Fig. 1: run 1, cell outlines without signal wires
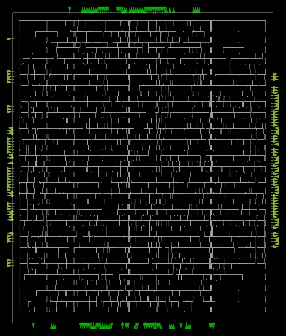
Fig. 2: run 1, cell classes on the final placement
(2 px per um)
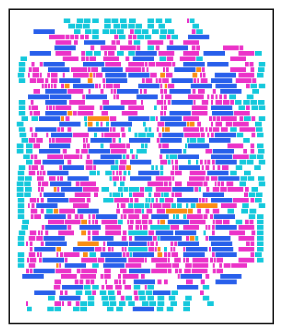
Fig. 3: run 1, clock distribution
(2 px per um)
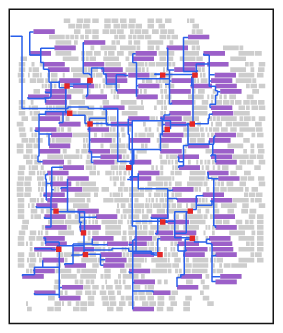
--- src/rtl/fft4_sched.sv ---
// Radix-2 4-point FFT scheduler: loads four samples, drives a shared external
// butterfly for four in-place ops, then streams bins in natural order.
module fft4_sched #(
  parameter logic [2:0] K_QUARTER = 3'd2
) (
  input  logic        clk,
  input  logic        rst_n,
  input  logic        in_valid,
  output logic        in_ready,
  input  logic [15:0] in_real,
  input  logic [15:0] in_im,
  output logic [2:0]  bf_k,
  output logic [15:0] bf_a_real,
  output logic [15:0] bf_a_im,
  output logic [15:0] bf_b_real,
  output logic [15:0] bf_b_im,
  input  logic [15:0] bf_oa_real,
  input  logic [15:0] bf_oa_im,
  input  logic [15:0] bf_ob_real,
  input  logic [15:0] bf_ob_im,
  output logic        out_valid,
  input  logic        out_ready,
  output logic [15:0] out_real,
  output logic [15:0] out_im,
  output logic        busy,
  output logic        frame_done
);

  typedef enum logic [1:0] {LOAD, BF, OUT} state_t;

  state_t      r_state;
  logic [1:0]  r_idx;
  logic        r_frame_done;
  logic [15:0] r_re [4];
  logic [15:0] r_im [4];

  logic [1:0]  w_ia, w_ib, w_os;
  logic        w_in_acc, w_out_acc;

  // Operand pairs for the two DIT stages: stride-2 pairs first, then adjacent.
  always_comb begin
    w_ia = 2'd0;
    w_ib = 2'd2;
    case (r_idx)
      2'd0: begin w_ia = 2'd0; w_ib = 2'd2; end
      2'd1: begin w_ia = 2'd1; w_ib = 2'd3; end
      2'd2: begin w_ia = 2'd0; w_ib = 2'd1; end
      default: begin w_ia = 2'd2; w_ib = 2'd3; end
    endcase
  end

  // Results sit in bit-reversed slots, so read back with idx reversed.
  assign w_os      = {r_idx[0], r_idx[1]};
  assign w_in_acc  = (r_state == LOAD) && in_valid;
  assign w_out_acc = (r_state == OUT) && out_ready;

  assign in_ready   = (r_state == LOAD);
  assign busy       = (r_state != LOAD);
  assign out_valid  = (r_state == OUT);
  assign frame_done = r_frame_done;

  assign out_real  = (r_state == OUT) ? r_re[w_os] : 16'd0;
  assign out_im    = (r_state == OUT) ? r_im[w_os] : 16'd0;
  assign bf_k      = (r_state == BF && r_idx == 2'd3) ? K_QUARTER : 3'd0;
  assign bf_a_real = (r_state == BF) ? r_re[w_ia] : 16'd0;
  assign bf_a_im   = (r_state == BF) ? r_im[w_ia] : 16'd0;
  assign bf_b_real = (r_state == BF) ? r_re[w_ib] : 16'd0;
  assign bf_b_im   = (r_state == BF) ? r_im[w_ib] : 16'd0;

  always_ff @(posedge clk or negedge rst_n) begin
    if (!rst_n) begin
      r_state      <= LOAD;
      r_idx        <= 2'd0;
      r_frame_done <= 1'b0;
    end else begin
      r_frame_done <= 1'b0;
      case (r_state)
        LOAD: if (w_in_acc) begin
          r_idx <= r_idx + 2'd1;
          if (r_idx == 2'd3) r_state <= BF;
        end
        BF: begin
          r_idx <= r_idx + 2'd1;
          if (r_idx == 2'd3) r_state <= OUT;
        end
        OUT: if (w_out_acc) begin
          r_idx <= r_idx + 2'd1;
          if (r_idx == 2'd3) begin
            r_state      <= LOAD;
            r_frame_done <= 1'b1;
          end
        end
        default: begin
          r_state <= LOAD;
          r_idx   <= 2'd0;
        end
      endcase
    end
  end

  // Sample buffer is not reset; a fresh frame always overwrites all four slots.
  always_ff @(posedge clk) begin
    if (w_in_acc) begin
      r_re[r_idx] <= in_real;
      r_im[r_idx] <= in_im;
    end else if (r_state == BF) begin
      r_re[w_ia] <= bf_oa_real;
      r_im[w_ia] <= bf_oa_im;
      r_re[w_ib] <= bf_ob_real;
      r_im[w_ib] <= bf_ob_im;
    end
  end

endmodule

--- config.mk ---
export PLATFORM = sky130hd
export DESIGN_NAME = fft4_sched
export DESIGN_NICKNAME = d
export VERILOG_FILES = /design/src/rtl/fft4_sched.sv
export SDC_FILE = /design/constraint.sdc
export NUM_CORES = 1
export LEC_CHECK = 0
export ABC_CLOCK_PERIOD_IN_PS = 11600
export CAP_MARGIN = 10
export CORE_ASPECT_RATIO = 1.2
export CORE_MARGIN = 3
export CORE_UTILIZATION = 50
export CTS_BUF_LIST = sky130_fd_sc_hd__clkbuf_4
export DETAILED_ROUTE_END_ITERATION = 12
export GPL_TIMING_DRIVEN = 0
export PLACE_DENSITY_LB_ADDON = 0.25
export SLEW_MARGIN = 40
export SYNTH_ARGS = -nofsm -noshare
export SYNTH_HDL_FRONTEND = slang
export SYNTH_SLANG_ARGS = --single-unit
--- constraint.sdc ---
create_clock -name clk -period 11.6 [get_ports clk]
set_clock_uncertainty 0.05 [all_clocks]
set_input_delay 2.32 -clock clk [delete_from_list [all_inputs] [get_ports clk]]
set_output_delay 2.32 -clock clk [all_outputs]
set_load 0.02 [all_outputs]
==> flow_summary.yaml, run 1 <==
# physical design summary
sta:
  rsz0062_at_grt: "false"
  period_minus_slack_ns: 6.27
  worst_pin_slew_ns: 0.811
  final_max_slew_viol_count: 0
  finalSetupViolations: 0
  timing.hold.ws_ns: 0.624
  min_period_over_period: 0.541
  hold_violations: 0
  finalSetupTns_ns: 0
  slew_headroom: 0.459
route:
  drtIter0Drc: 935
  route.detailed.drc: 0
  routedWlPerCell_um: 24.2
  via_per_inst: 6.30
  dr.pass1.iters: 5
  ant_nets: 0
  vias: 7934
  wl_um: 30500
floorplan:
  pin_count: 203
  dieArea_mm2: 0.0205
  die_h_um: 156
  fp-utilization: 0.514
  die_x_um: 131
synthesis:
  synth_top_cell_by_area: "edfxtp_1"
  yosysTopAreaCellShare: 0.408
  synth_area_per_cell_um2: 12.3
  async_flop_share: 0.0376
  synth-seq-area-share: 0.422
  syn_area_mm2: 0.00942
  ys_cells: 764
  synthTopCellsByArea: "edfxtp_1 (41%), mux4_2 (23%), mux2i_1 (10%), a21oi_1 (7.0%), and2_1 (6.4%)"
  yosysChipArea_mm2: 0.00942
  synth-seq-cells: 133
  netlist_instances: 764
  synthDistinctLibCells: 32
  flop_cell: "edfxtp_1"
  synth_warnings: 0
  edf_count: 128
pwr:
  power_switching_share: 0.402
  vdd_ir_drop_max_uv: 116
  seqPwrFrac: 0.288
  p_int_w: 0.00192
  leakagePower_nw: 4.26
  comb_power_share: 0.606
  power_density_mw_per_mm2: 263
  p_sw_w: 0.00129
  finalPower_w: 0.00322
cts:
  root_buffer: "clkbuf_4"
  clk_path_buf_depth: 2
  ctsHtreeMaxLevel: 4
  clkSinkCount: 133
  post_cts_buffers: 0
  ctsHoldBuffers: 0
  cts_resized: 0
  numCtsBuffers: 17
  cts_tree: "done"
run:
  cap_violations: 0
  warnings: 30
critical_path:
  worstPathCellList: "buf_2, buf_1, inv_1, ha_1, buf_2, buf_2, mux4_2, and2_1, clkdlybuf4s50_1"
  crit_fanout: 10
  r2r.worst_path.cells: 10
  required_ns: 9.23
  start_kind: "flip-flop"
  end_kind: "output port"
  slowest_stage: "clkdlybuf4s50_1"
  critPathBufInv: 6
  cpMostUsedCell: "buf_2"
  cp_num_cells: 9
  critPathKind: "flip-flop to output port"
  worstPathArrival_ns: 3.90
  max_stage_delay_ns: 0.55
  critical-path-top-delay-family: "buffers and inverters"
worst_hold_path:
  min_path_type: "flip-flop to flip-flop"
  hold_depth: 2
final_layout:
  fin_nets: 1099
  nFillCells: 1405
  layout_top_cells: "clkdlybuf4s50_1 (200), a21oi_1 (129), edfxtp_1 (128)"
  drive_gt1_frac: 0.189
  layout.cells.most_common: "clkdlybuf4s50_1"
  syn2layout_area_growth_pct: 30.2
global_routing:
  grt_pass1_vias: 8119
  grt_usage: 0.297
  grt_max_degree: 17
  antenna_found_initial: 1
  grt_pass1_wl_um: 46300
  grt_overflow: 0
placed_design:
  portBuffers: 200
  gp_congestion: 0.837
  dp_hpwl_um: 21800
status:
  outcome: "completed"
## Picture notes: Fig. 1
Core Region: 0.0183 mm2
row count: 54
num tapcells: 252
non-filler cells in the finished layout: 1,259
Final Util: 0.669

## Picture notes: Fig. 2
class	colour	cells	share of their area
clock drivers and dummy loads	orange	31	2.5%
remaining logic cells	magenta	559	43%
registers	blue	133	33%
remaining buffers and delay cells	cyan	283	22%
Seq area share: 0.324
fin area: 0.0123 mm2

## Picture notes: Fig. 3
[flip-flops] purple | count: 133
[clock-net drivers] red | count: 17
[clock wires] blue | length: 1,690 um
routed clock nets	18
insertion delay at the late pin of the worst-skew pair: 0.57 ns
P_clk: 0.000341 W
clock share of power: 0.106

-- run 1: power by group through the flow --
stage	registers (W)	clock network, W	logic, W
after CTS	0.000918	0.000341	0.00195
after global routing	0.000941	0.000361	0.00206
after detailed placement	0.000930	0	0.00194
after global placement	0.000941	0	0.00184
after floorplan	0.000895	0	0.00127
final	0.000925	0.000341	0.00195
-- run 1: cell usage after synthesis, types with 3 or more instances --
| master | n |
|---|---|
| dfrtp_1 | 5 |
| edfxtp_1 | 128 |
| buf_6 | 7 |
| and2_1 | 97 |
| buf_4 | 12 |
| nand2b_1 | 3 |
| ha_1 | 5 |
| nor2_1 | 98 |
| mux2i_1 | 98 |
| a21oi_1 | 131 |
| buf_2 | 33 |
| clkbuf_1 | 17 |
| nand2_1 | 4 |
| mux4_2 | 96 |
| buf_1 | 4 |
| inv_1 | 6 |
| o21ai_0 | 3 |
-- run 1: per-stage QoR --
stage | instance area [um2] | setup WS [ns] | cells | util
finish | 12300 | 5.33 | 1259 | 0.669
global route | 12300 | 5.18 | 1259 | 0.669
CTS | 12300 | 5.32 | 1258 | 0.669
detailed placement | 12000 | 5.97 | 1227 | 0.653
global placement | 11700 | 3.26 | 1217 | 0.641
floorplan | 9420 | 6.09 | 765 | -
-- run 1: final cells by class --
class                      count  area share
sequential                   133       0.324
timing repair buffer         210       0.177
tap                          252      0.0257
buffer                        73      0.0337
clock buffer                  18      0.0110
antenna                        1    0.000204
inverter                       6     0.00184
clock inverter                13      0.0134
multi-input combinational    553       0.413
-- run 1: kinds of logic after synthesis --
family	after synthesis	synth area share
muxes	194	0.334
AOI/OAI and AO/OA	143	0.0785
other	1	0.000398
buffers and inverters	79	0.0462
DFF	133	0.422
and+or+nand+nor	208	0.112
xor gates and xnor gates	1	0.000930
adders and majority gates	5	0.00664
-- run 1: path summary, 6_finish.rpt --
check / start / slack (ns) / to
max: r_idx[0]$_DFFE_PN0P_ / 5.33 / bf_b_im[7]
max in group asynchronous: rst_n / 9.37 / r_idx[1]$_DFFE_PN0P_
min: r_state[1]$_DFFE_PN0P_ / 0.62 / frame_done$_DFF_PN0_
min in group asynchronous: rst_n / 1.92 / frame_done$_DFF_PN0_
max reg2reg: r_idx[0]$_DFFE_PN0P_ / 8.02 / r_im[2][0]$_DFFE_PP_
min reg2reg: r_state[1]$_DFFE_PN0P_ / 0.62 / frame_done$_DFF_PN0_
-- run 1: per-layer routing --
layer | wire [um] | GRT usage
met1 | 10700 | 0.361
met2 | 15800 | 0.514
met3 | 2920 | 0.0640
met4 | 1100 | 0.134
met5 | 0 | 0
-- run 1: tightest hold or removal path, delay by kind of cell (launching register included) --
family           cells  cell delay, ns
and+or+nand+nor      2            0.20
DFF                  1            0.45
-- run 1: registers in the layout (all words and copies together), names as in the netlist --
signal	cells
frame_done	1
r_state	2
r_im	64
r_re	64
r_idx	2
## Run 2: what changed since run 1
Settings changed: ABC_CLOCK_PERIOD_IN_PS 11600 to 6100.
Clock period 11.6 ns to 6.1 ns, I/O delays scaled along.
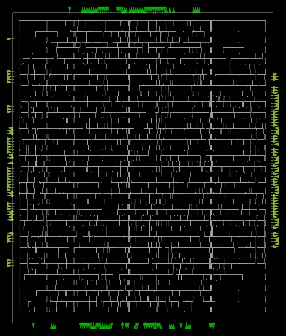
Fig. 4. Cell outlines without signal wires (run 2).
flop count: 133
Layout fillers: 1,405

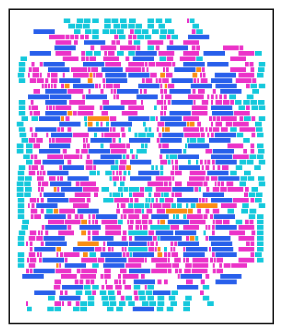
Fig. 5. Cell classes on the final placement (run 2).
(2 px per um)
class	colour	cells	share of their area
registers	blue	133	33%
remaining logic cells	magenta	559	43%
clock drivers and dummy loads	orange	31	2.5%
remaining buffers and delay cells	cyan	283	22%

==> run 2 against run 1 <==
Compared with the run above: core utilization did not move; cell area did not move; clock power up about 90%; critical path type unchanged; total power is 90% higher; critical endpoint unchanged; worst hold slack did not move; die area is the same; largest cell class unchanged; area after synthesis unchanged; clock-buffer cell count stayed put; setup slack got worse by 4.4 ns; global-route usage is the same.
==> flow_summary.yaml, run 2 <==
# physical design summary
cts:
  root_buffer: "clkbuf_4"
  ctsHoldBuffers: 0
  cts_resized: 0
  clkSinkCount: 133
  numCtsBuffers: 17
  ctsHtreeMaxLevel: 4
  cts_tree: "done"
  clk_path_buf_depth: 2
global_routing:
  grt_pass1_vias: 8119
floorplan:
  die_h_um: 156
  core_mm2: 0.0183
  fp-utilization: 0.514
  fp-row-count: 54
pwr:
  vdd_ir_drop_max_uv: 220
  power_density_mw_per_mm2: 499
synthesis:
  flop_cell: "edfxtp_1"
  edf_count: 128
  synthDistinctLibCells: 32
  async_flop_share: 0.0376
  yosysChipArea_mm2: 0.00942
  yosysTopAreaCellShare: 0.408
  synth_top_cell_by_area: "edfxtp_1"
  top_cell: "a21oi_1"
  synth_warnings: 0
worst_hold_path:
  min_path_type: "flip-flop to flip-flop"
route:
  vias: 7934
  wl_um: 30500
critical_path:
  critPathKind: "flip-flop to output port"
  worstPathCellList: "buf_2, buf_1, inv_1, ha_1, buf_2, buf_2, mux4_2, and2_1, clkdlybuf4s50_1"
final_layout:
  final_core_util: 0.669
  layout.cells.most_common: "clkdlybuf4s50_1"
status:
  outcome: "completed"
placed_design:
  portBuffers: 200
sta:
  min_period_over_period: 0.848
  finalSetupViolations: 0
  slew_headroom: 0.459
run:
  warnings: 30
  cap_violations: 0
## run 2: cell counts after synthesis
No cell type changed its count.
## run 2: worst paths after layout
| check | from | slack (ns) | depth (start not counted) | end |
|---|---|---|---|---|
| max | r_idx[0]$_DFFE_PN0P_ | 0.93 | 9 | bf_b_im[7] |
| min | r_state[1]$_DFFE_PN0P_ | 0.62 | 2 | frame_done$_DFF_PN0_ |
| max reg2reg | r_idx[0]$_DFFE_PN0P_ | 2.52 | 10 | r_im[2][0]$_DFFE_PP_ |
| min reg2reg | r_state[1]$_DFFE_PN0P_ | 0.62 | 2 | frame_done$_DFF_PN0_ |
| max in group asynchronous | rst_n | 4.97 | 1 | r_idx[1]$_DFFE_PN0P_ |
| min in group asynchronous | rst_n | 0.82 | 1 | frame_done$_DFF_PN0_ |
## run 2: where the power goes
| group | internal (W) | total [W] | switching (W) |
|---|---|---|---|
| clock | 0.000320 | 0.000649 | 0.000330 |
| combinational | 0.00182 | 0.00371 | 0.00189 |
| sequential | 0.00152 | 0.00176 | 0.000237 |
| total | 0.00366 | 0.00612 | 0.00246 |
## run 2: metrics by stage
step	hold WS [ns]	std cells	setup WS, ns	setup TNS (ns)	power, W
2_1_floorplan	0.519	765	1.69	0	0.00412
4_1_cts	0.616	1258	0.922	0	0.00610
3_5_place_dp	0.599	1227	1.57	0	0.00546
6_report	0.624	1259	0.930	0	0.00612
3_3_place_gp	0.590	1217	-1.14	-69.49	0.00529
5_1_grt	0.635	1259	0.775	0	0.00640
## run 2: cell type report
| type | count | area (um2) |
|---|---|---|
| tap | 252 | 315 |
| sequential | 133 | 3970 |
| inverter | 6 | 22.5 |
| multi-input combinational | 553 | 5060 |
| fill | 1405 | 6060 |
| antenna | 1 | 2.50 |
| clock inverter | 13 | 164 |
| buffer | 73 | 413 |
| clock buffer | 18 | 135 |
| timing repair buffer | 210 | 2170 |
## run 2: worst min-delay path: stages, from the launching register on
cell,delay (ns)
dfrtp_1,0.45
nand2b_1,0.13
nor2_1,0.07
## run 2: kinds of logic (layout without fill, tap and decap cells)
group / after synthesis / in the layout / share of synthesized area
AND-OR/OR-AND: 143 / 143 / 0.0785
buffers and inverters: 79 / 320 / 0.0462
adder cells (fa/ha/maj): 5 / 5 / 0.00664
AND/OR/NAND/NOR: 208 / 208 / 0.112
multiplexers: 194 / 194 / 0.334
flip-flops: 133 / 133 / 0.422
other: 1 / 3 / 0.000398
XOR/XNOR: 1 / 1 / 0.000930
## run 2: per-layer routing
layer  vias up  routed length, um  part of all wire  global-route usage
li1       3385                  -                 -                   -
met1      3901              10700              0.35               0.361
met2       558              15800              0.52               0.514
met3        90               2920             0.095              0.0640
met4         0               1100             0.036               0.134
met5         -                  0                 0                   0
Fig. 6: run 2, I/O nets highlighted
(3 px per um)
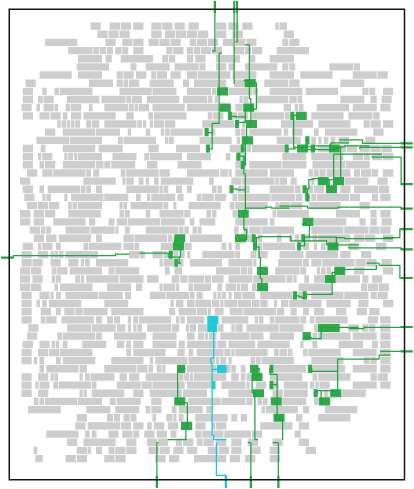

## Run 3: what changed since run 2
Settings changed: ABC_CLOCK_PERIOD_IN_PS 6100 to 4400, CORE_UTILIZATION 50 to 48.
Clock period 6.1 ns to 4.4 ns, I/O delays scaled along.
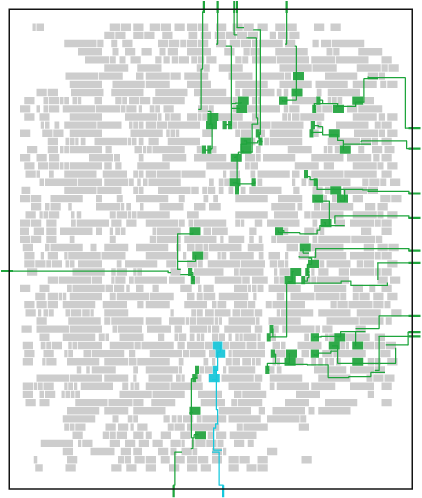
Fig. 7. I/O nets highlighted (run 3).
(3 px per um)
port	colour	bits	direction	edge	end cells	wire
`bf_ob_real`	green	16	input	9 east, 5 north, 1 west, 1 south	64	977 um
`out_ready`	cyan	1	input	south	4	58.7 um
port bufs: 200
io pins: 203

==> run 3 against run 2 <==
Compared with the run above: flip-flop count is the same; synthesized cell count is the same; total power grew 39%; non-clock buffer count shrank 1; global-route usage shrank 0.85 points; register-to-register slack lost 1.4 ns; sequential share of layout area shrank 0.089 points; worst hold slack lost 0.14 ns; largest power group unchanged; largest cell class unchanged.
==> flow_summary.yaml, run 3 <==
# physical design summary
floorplan:
  fp-utilization: 0.494
  die_h_um: 159
sta:
  finalSetupTns_ns: 0
  final_max_slew_viol_count: 0
  setup_ws_ns: 0.165
  min_period_over_period: 0.962
  fmax_mhz: 236
  finalSetupViolations: 0
critical_path:
  reg2reg_from: "r_idx[0]$_DFFE_PN0P_"
  timing.reg2reg.setup_slack_ns: 1.15
  r2r.worst_path.cells: 9
  critPathKind: "flip-flop to output port"
  regToRegEndpoint: "r_re[2][5]$_DFFE_PP_"
cts:
  root_buffer: "clkbuf_4"
  clk_path_buf_depth: 2
  clkSinkCount: 133
  ctsHoldBuffers: 0
  numCtsBuffers: 17
  ctsHtreeMaxLevel: 4
  cts_tree: "done"
route:
  vias: 7831
  wl_um: 30800
final_layout:
  syn2layout_area_growth_pct: 30.5
  fin_cells: 1263
  layout.cells.most_common: "clkdlybuf4s50_1"
synthesis:
  synthDistinctLibCells: 32
  yosysChipArea_mm2: 0.00942
  yosysTopAreaCellShare: 0.408
  edf_count: 128
  synth_warnings: 0
  flop_cell: "edfxtp_1"
  top_cell: "a21oi_1"
  async_flop_share: 0.0376
  synth_top_cell_by_area: "edfxtp_1"
placed_design:
  dpl.cell_count: 1232
  post-place-ws_ns: 0.218
pwr:
  power_density_mw_per_mm2: 691
  vdd_ir_drop_max_uv: 339
run:
  warnings: 30
global_routing:
  grt_pass1_vias: 7871
status:
  outcome: "completed"
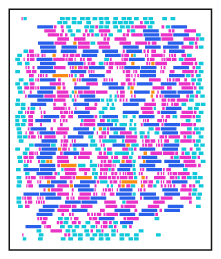
Fig. 8. Cell classes on the final placement (run 3).
(1.5 px per um)
class	colour	cells	share of their area
remaining buffers and delay cells	cyan	282	22%
clock drivers and dummy loads	orange	31	2.5%
remaining logic cells	magenta	559	43%
registers	blue	133	33%
row count: 55
Final Util: 0.645
Seq area share: 0.323
fin area: 0.0123 mm2
Core Region: 0.0191 mm2

==> run 3: per-stage QoR <==
| stage | util | hold WS [ns] | cell area (um2) | total power (W) |
|---|---|---|---|---|
| 2_1_floorplan | - | 0.519 | 9420 | 0.00571 |
| 3_3_place_gp | 0.616 | 0.591 | 11700 | 0.00734 |
| 3_5_place_dp | 0.628 | 0.586 | 12000 | 0.00759 |
| 4_1_cts | 0.644 | 0.476 | 12300 | 0.00847 |
| 5_1_grt | 0.645 | 0.496 | 12300 | 0.00889 |
| 6_report | 0.645 | 0.483 | 12300 | 0.00849 |
==> run 3: how the worst max path moves through the flow <==
| stage | startpoint | end | slack (ns) | cells past startpoint |
|---|---|---|---|---|
| global placement | in_valid | r_re[3][8]$_DFFE_PP_ | -2.44 | 4 |
| detailed placement | r_idx[0]$_DFFE_PN0P_ | bf_b_im[7] | 0.22 | 9 |
| global route | r_idx[0]$_DFFE_PN0P_ | bf_b_im[5] | 0.02 | 8 |
| CTS | r_idx[0]$_DFFE_PN0P_ | bf_b_im[0] | 0.06 | 8 |
| floorplan | r_idx[0]$_DFFE_PN0P_ | r_im[3][0]$_DFFE_PP_ | 0.21 | 6 |
| finish | r_idx[0]$_DFFE_PN0P_ | bf_b_im[0] | 0.17 | 8 |
==> run 3: cells by family (layout without fill, tap and decap cells) <==
logic type	Yosys count	count (layout)	share of synthesized area
AND-OR/OR-AND	143	143	0.0785
buffers and inverters	79	319	0.0462
AND/OR/NAND/NOR	208	208	0.112
multiplexers	194	194	0.334
XOR/XNOR	1	1	0.000930
adder cells (fa/ha/maj)	5	5	0.00664
flip-flops	133	133	0.422
other	1	4	0.000398
==> run 3: area by class of cell <==
type                       count  area [um2]
timing repair buffer         211        2170
sequential                   133        3970
tap                          256         320
fill                        1499        6770
antenna                        2        5.00
inverter                       6        22.5
clock inverter                14         166
multi-input combinational    553        5060
buffer                        71         438
clock buffer                  17         128
==> run 3: layer usage <==
| layer | global-route usage | vias to the layer above | part of all wire | routed length (um) |
|---|---|---|---|---|
| met3 | 0.0585 | 87 | 0.098 | 3030 |
| li1 | - | 3388 | - | - |
| met5 | 0 | - | 0.00042 | 13 |
| met4 | 0.118 | 2 | 0.033 | 1010 |
| met1 | 0.351 | 3808 | 0.36 | 11000 |
| met2 | 0.499 | 546 | 0.51 | 15800 |
==> run 3: worst max-delay path: stages, from the launching register on <==
cell and delay (ns):
dfrtp_1 0.44, clkbuf_4 0.30, inv_1 0.14, ha_1 0.25, clkbuf_4 0.28, buf_4 0.26
mux4_2 0.35, and2_1 0.17, clkdlybuf4s50_1 0.53
==> run 3: repair_timing <==
action	CTS	global route
cloned	0	0
setup endpoints to repair	60	20
endpoints found under the hold margin	0	0
resized	16	2
==> run 3: power breakdown <==
group / leakage (nW) / total (W) / switching (W) / internal [W]
clock network: 0.158 / 0.000881 / 0.000448 / 0.000433
logic: 2.88 / 0.00516 / 0.00261 / 0.00255
registers: 1.25 / 0.00245 / 0.000337 / 0.00211
No activity file was given, so power comes from the tool's default toggle rates.
